File: src/rtl/pipelined_cla_adder.sv
// Pipelined carry-lookahead adder/subtractor with a valid/ready stream interface.
// Define PIPELINED_CLA_SAT_EN to saturate the sum on signed overflow.
module pipelined_cla_adder #(
  parameter int N      = 32,
  parameter int G      = 4,
  parameter int STAGES = 2
) (
  input  logic         clk,
  input  logic         rst_n,
  input  logic         in_valid,
  output logic         in_ready,
  input  logic [N-1:0] in1,
  input  logic [N-1:0] in2,
  input  logic         cin,
  input  logic         sub,
  output logic         out_valid,
  input  logic         out_ready,
  output logic [N-1:0] sum,
  output logic         cout,
  output logic         of
);

  localparam int NG  = N / G;
  localparam int GPS = NG / STAGES;

  logic [N-1:0] a_q [STAGES];
  logic [N-1:0] a_d [STAGES];
  logic [N-1:0] b_q [STAGES];
  logic [N-1:0] b_d [STAGES];
  logic [N-1:0] s_q [STAGES];
  logic [N-1:0] s_d [STAGES];
  logic         c_q [STAGES];
  logic         c_d [STAGES];
  logic         v_q [STAGES];
  logic         v_d [STAGES];
  logic         of_q;
  logic         of_d;

  logic [N-1:0] src_a [STAGES];
  logic [N-1:0] src_b [STAGES];
  logic [N-1:0] src_s [STAGES];
  logic         src_c [STAGES];
  logic         src_v [STAGES];

  logic adv;

  // One lookahead group: every internal carry is a flat sum of products of
  // the group's generate/propagate terms and the incoming group carry.
  function automatic logic [G:0] cla_group(input logic [G-1:0] a,
                                           input logic [G-1:0] b,
                                           input logic ci);
    logic [G-1:0] p;
    logic [G-1:0] g;
    logic [G:0]   c;
    logic         term;
    p    = a ^ b;
    g    = a & b;
    c    = '0;
    c[0] = ci;
    for (int j = 1; j <= G; j++) begin
      term = ci;
      for (int m = 0; m < j; m++) term = term & p[m];
      c[j] = term;
      for (int i = 0; i < j; i++) begin
        term = g[i];
        for (int m = i + 1; m < j; m++) term = term & p[m];
        c[j] = c[j] | term;
      end
    end
    return {c[G], p ^ c[G-1:0]};
  endfunction

  assign adv      = out_ready | ~v_q[STAGES-1];
  assign in_ready = adv;

  always_comb begin
    logic [N-1:0] seg_s;
    logic         carry;
    logic [G:0]   grp;
    int           idx;
    logic         sa;
    logic         sb;
    logic         ovf;

    src_a = '{default: '0};
    src_b = '{default: '0};
    src_s = '{default: '0};
    src_c = '{default: 1'b0};
    src_v = '{default: 1'b0};
    a_d   = '{default: '0};
    b_d   = '{default: '0};
    s_d   = '{default: '0};
    c_d   = '{default: 1'b0};
    v_d   = '{default: 1'b0};
    of_d  = of_q;
    seg_s = '0;
    carry = 1'b0;
    grp   = '0;
    idx   = 0;
    sa    = 1'b0;
    sb    = 1'b0;
    ovf   = 1'b0;

    // Subtraction is A + ~B + 1; cin only matters for addition.
    src_a[0] = in1;
    src_b[0] = sub ? ~in2 : in2;
    src_c[0] = sub | cin;
    src_s[0] = '0;
    src_v[0] = in_valid;
    for (int k = 1; k < STAGES; k++) begin
      src_a[k] = a_q[k-1];
      src_b[k] = b_q[k-1];
      src_s[k] = s_q[k-1];
      src_c[k] = c_q[k-1];
      src_v[k] = v_q[k-1];
    end

    for (int k = 0; k < STAGES; k++) begin
      seg_s = src_s[k];
      carry = src_c[k];
      for (int gi = 0; gi < GPS; gi++) begin
        idx            = (k * GPS + gi) * G;
        grp            = cla_group(src_a[k][idx +: G], src_b[k][idx +: G], carry);
        seg_s[idx +: G] = grp[G-1:0];
        carry          = grp[G];
      end

      if (k == STAGES - 1) begin
        sa  = src_a[k][N-1];
        sb  = src_b[k][N-1];
        ovf = (sa == sb) & (seg_s[N-1] != sa);
`ifdef PIPELINED_CLA_SAT_EN
        if (ovf) seg_s = sa ? {1'b1, {(N-1){1'b0}}} : {1'b0, {(N-1){1'b1}}};
`endif
        if (adv) of_d = ovf;
      end

      // A stall freezes every stage, bubbles included.
      a_d[k] = adv ? src_a[k] : a_q[k];
      b_d[k] = adv ? src_b[k] : b_q[k];
      s_d[k] = adv ? seg_s    : s_q[k];
      c_d[k] = adv ? carry    : c_q[k];
      v_d[k] = adv ? src_v[k] : v_q[k];
    end
  end

  always_ff @(posedge clk or negedge rst_n) begin
    if (!rst_n) begin
      for (int k = 0; k < STAGES; k++) begin
        a_q[k] <= '0;
        b_q[k] <= '0;
        s_q[k] <= '0;
        c_q[k] <= 1'b0;
        v_q[k] <= 1'b0;
      end
      of_q <= 1'b0;
    end else begin
      for (int k = 0; k < STAGES; k++) begin
        a_q[k] <= a_d[k];
        b_q[k] <= b_d[k];
        s_q[k] <= s_d[k];
        c_q[k] <= c_d[k];
        v_q[k] <= v_d[k];
      end
      of_q <= of_d;
    end
  end

  assign sum       = s_q[STAGES-1];
  assign cout      = c_q[STAGES-1];
  assign of        = of_q;
  assign out_valid = v_q[STAGES-1];

endmodule

File: config.mk
export PLATFORM = sky130hd
export DESIGN_NAME = pipelined_cla_adder
export DESIGN_NICKNAME = d
export VERILOG_FILES = /design/src/rtl/pipelined_cla_adder.sv
export SDC_FILE = /design/constraint.sdc
export NUM_CORES = 1
export LEC_CHECK = 0
export CAP_MARGIN = 40
export CORE_MARGIN = 3
export CORE_UTILIZATION = 47
export DETAILED_ROUTE_END_ITERATION = 8
export GPL_TIMING_DRIVEN = 0
export PLACE_DENSITY = 0.82
export SLEW_MARGIN = 0
export SYNTH_ARGS = -nofsm -noshare
export SYNTH_HDL_FRONTEND = slang
export SYNTH_SLANG_ARGS = --single-unit
File: constraint.sdc
create_clock -name clk -period 3.7 [get_ports clk]
set_clock_uncertainty 0.15 [all_clocks]
set_input_delay 0.555 -clock clk [delete_from_list [all_inputs] [get_ports clk]]
set_output_delay 0.555 -clock clk [all_outputs]
set_load 0.01 [all_outputs]
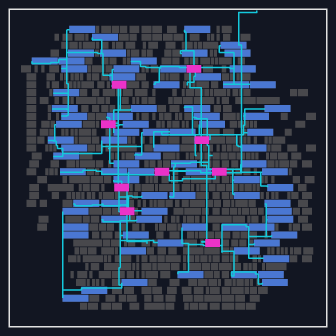
(images/clk_routes.png)
[magenta] clock drivers | count: 9
[blue] flip-flops | count: 85
[cyan] clock wires | length: 1100 um
routed clock nets: 10
flops lie: all over the die
clk ins delay skew pair: 0.36 ns
Clk power: 687 uW
clock power share: 17.8%

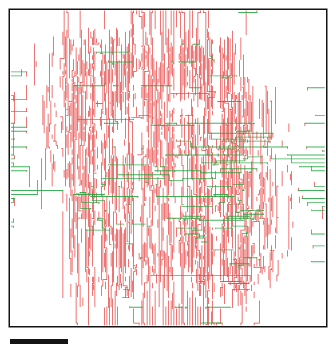
(images/wires.png)
Scale bar: 20 um. Two of the layers only.
[red] metal 2 | wire length: 7880 um
[green] metal 3 | wire length: 1020 um
Detailed Route WL: 15600 um
Total Routing Usage GR: 27.3%
DR vias: 4582
wire per inst: 18.5 um

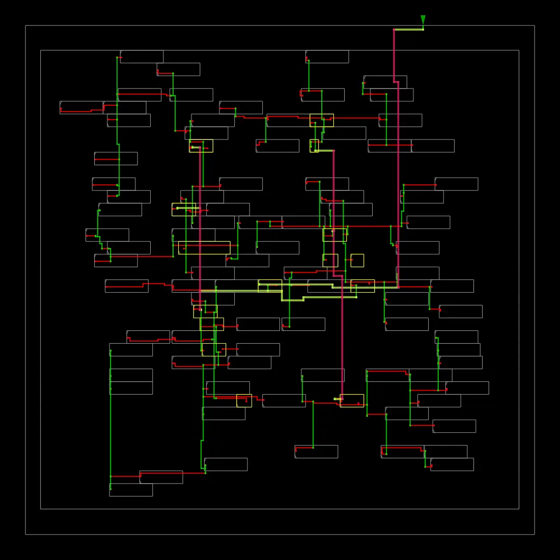
(images/clocks.png)
clock sink count: 85
clock buffer count: 10
Flops: 85
CTS Buf Count: 9

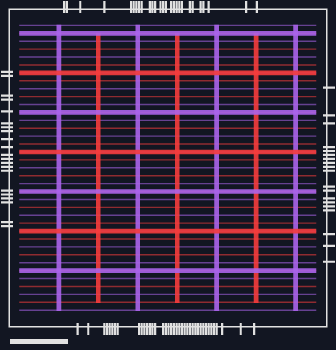
(images/power_grid.png)
Scale bar: 20 um. Pins as bars on the die edge.
[red] VDD
[purple] VSS
met1 rails: 37
rows: 36
Core Region: 10000 um^2
die x size: 109 um
maximum VDD drop: 0.285 mV
Die Y: 109 um

==> notes.md <==
run results: Hold Fails Final Rpt=0, Post-synth top flop=dfrtp_1, FF+latch count, synth=85, Comb area=2540 um^2, Clock Path Buffers=2, syn nets=641, Hold Crit Start=sum[5], top-area cell type share of the netlist area=42.9%, Tot Pwr=3860 uW, Post-Syn Area=4950 um^2, CP Launch Type=flop, DP Wirelength=9390 um, htree depth=3, DRT iter0 DRCs=304, Init Core Util=49.5%, R2R depth=17, Area growth syn-to-layout=42.7%, reg2reg start=a_q[48], Tcrit/Tclk final=119%, vias in the first global route=4913, IO Pins=106, worst slew pin tran=0.595 ns, fin worst setup slack=-0.700 ns, Relative slew margins=60.3%, DR vias/cell=5.42, r2r endpoint=of, top cells, area=dfrtp_1 43%, nand2_1 11%, ha_1 10%, buf_4 5.3%, xor2_1 3.9%, final setup vio count=12, share of cells above drive strength 1=23.2%, total gr overflow=0, sequential share of the synthesized area=42.9%, Crit path largest cell delay=0.40 ns, maximum fanout along the worst path=3, First-pass DRT Iterations=5, violated checks=setup timing, tool warnings=37, Cell Pwr Density=547 nW/um^2, ys async rst share=100%, max-slew violation count=0, port bufs=104, Worst Setup End Kind=flop, Hold Path End=sum[5], outcome=finished, violations left, slowest CP cell=dfrtp_1, Chip Area, Yosys=4950 um^2, DR DRC count=0, CP delay by family, top=AND-OR/OR-AND gates, Crit path required time=3.80 ns, largest area contributor in the netlist=dfrtp_1, filler cell count=701, Cell Chain, Critical Path=ha_1 -> ha_2 -> o211ai_1 -> nand2_1 -> a21o_1 -> ha_4 -> o211ai_1 -> nand2_1 -> a21o_1 -> ha_2 -> o211ai_1 -> nand2_1 -> a21o_1 -> ha_2 -> o211a_1 -> or3_1 -> a32o_2, synthesis warning total=0
## per-layer routing
| metal | track usage (%) | part of all wire, % | vias up |
|---|---|---|---|
| li1 | - | - | 2067 |
| met1 | 31.4 | 38 | 2195 |
| met2 | 47.4 | 50 | 248 |
| met3 | 4.74 | 6.5 | 72 |
| met4 | 16.1 | 5.4 | 0 |
| met5 | 0 | 0 | - |
## registers in the layout (all words and copies together) (netlist names)
register and flops:
sum 32, a_q 16, b_q 16, s_q 16
c_q 1, cout 1, of 1, out_valid 1
src_v 1
## metrics by stage
step | cells | area (um^2)
2_1_floorplan | 523 | 5000
3_3_place_gp | 760 | 6210
3_5_place_dp | 761 | 6230
4_1_cts | 846 | 7030
5_1_grt | 845 | 7070
6_report | 845 | 7070
## layout make-up
cell class / instances / area share (%)
clock inverter: 5 / 0.850
clock buffer: 10 / 1.95
tap: 133 / 2.35
buffer: 55 / 5.56
inverter: 16 / 0.850
timing repair buffer: 174 / 22.5
multi-input combinational: 367 / 35.9
sequential: 85 / 30.1
## kinds of logic after synthesis
kind of cell	after synthesis	synth area share, %
compound gates	93	12.5
flops	85	42.9
buf+inv	71	8.54
xor+xnor	40	7.07
simple gates	186	15.6
fa+ha+maj	48	13.3
## worst max-delay path by stage
stage,slack [ns],endpoint,cells past startpoint,from
after global routing,-0.85,s_q[47],20,sub
final,-0.70,of,17,a_q[48]
after CTS,-0.45,s_q[47],20,sub
after global placement,-1.17,s_q[47],19,in2[0]
after floorplan,-0.66,s_q[47],20,sub
after detailed placement,-1.24,s_q[47],19,in2[0]
## power breakdown
group	internal [uW]	total (uW)	switching, uW
combinational	1030	1820	794
clock	330	687	358
sequential	1180	1350	171
## cells in the final DEF, fill, tap and decap left out, types with 2 or more instances in the layout
| master | instances |
|---|---|
| dlygate4sd2_1 | 4 |
| ha_2 | 7 |
| o211a_1 | 2 |
| nand2_1 | 140 |
| ha_1 | 31 |
| a21o_1 | 8 |
| o21ai_0 | 20 |
| clkdlybuf4s50_1 | 98 |
| nand2b_1 | 2 |
| buf_2 | 13 |
| nor2_1 | 18 |
| xnor2_1 | 17 |
| and2_1 | 4 |
| a211oi_2 | 4 |
| nor3b_1 | 2 |
| buf_4 | 101 |
| a211oi_1 | 2 |
| o31ai_1 | 8 |
| nand4_1 | 3 |
| o211ai_1 | 6 |
| buf_6 | 4 |
| a21oi_2 | 2 |
| and4b_1 | 3 |
| o21a_1 | 17 |
| buf_12 | 2 |
| ha_4 | 2 |
| inv_1 | 15 |
| clkbuf_1 | 5 |
| fa_1 | 7 |
| clkbuf_8 | 10 |
| a21oi_1 | 16 |
| dfrtp_1 | 85 |
| nor3_1 | 8 |
| xor2_1 | 20 |
| xor2_2 | 2 |
## repair_timing
| action | 4_1_cts | 5_1_grt |
|---|---|---|
| resized | 28 | 11 |
| buffers inserted | 70 | 18 |
| hold buffers | 1 | 0 |
| hold endpoints to repair | 28 | 0 |
| pin swaps | 30 | 28 |
| setup endpoints to repair | 10 | 13 |
Power figures rest on the tool's default switching activity, not on a simulated workload.
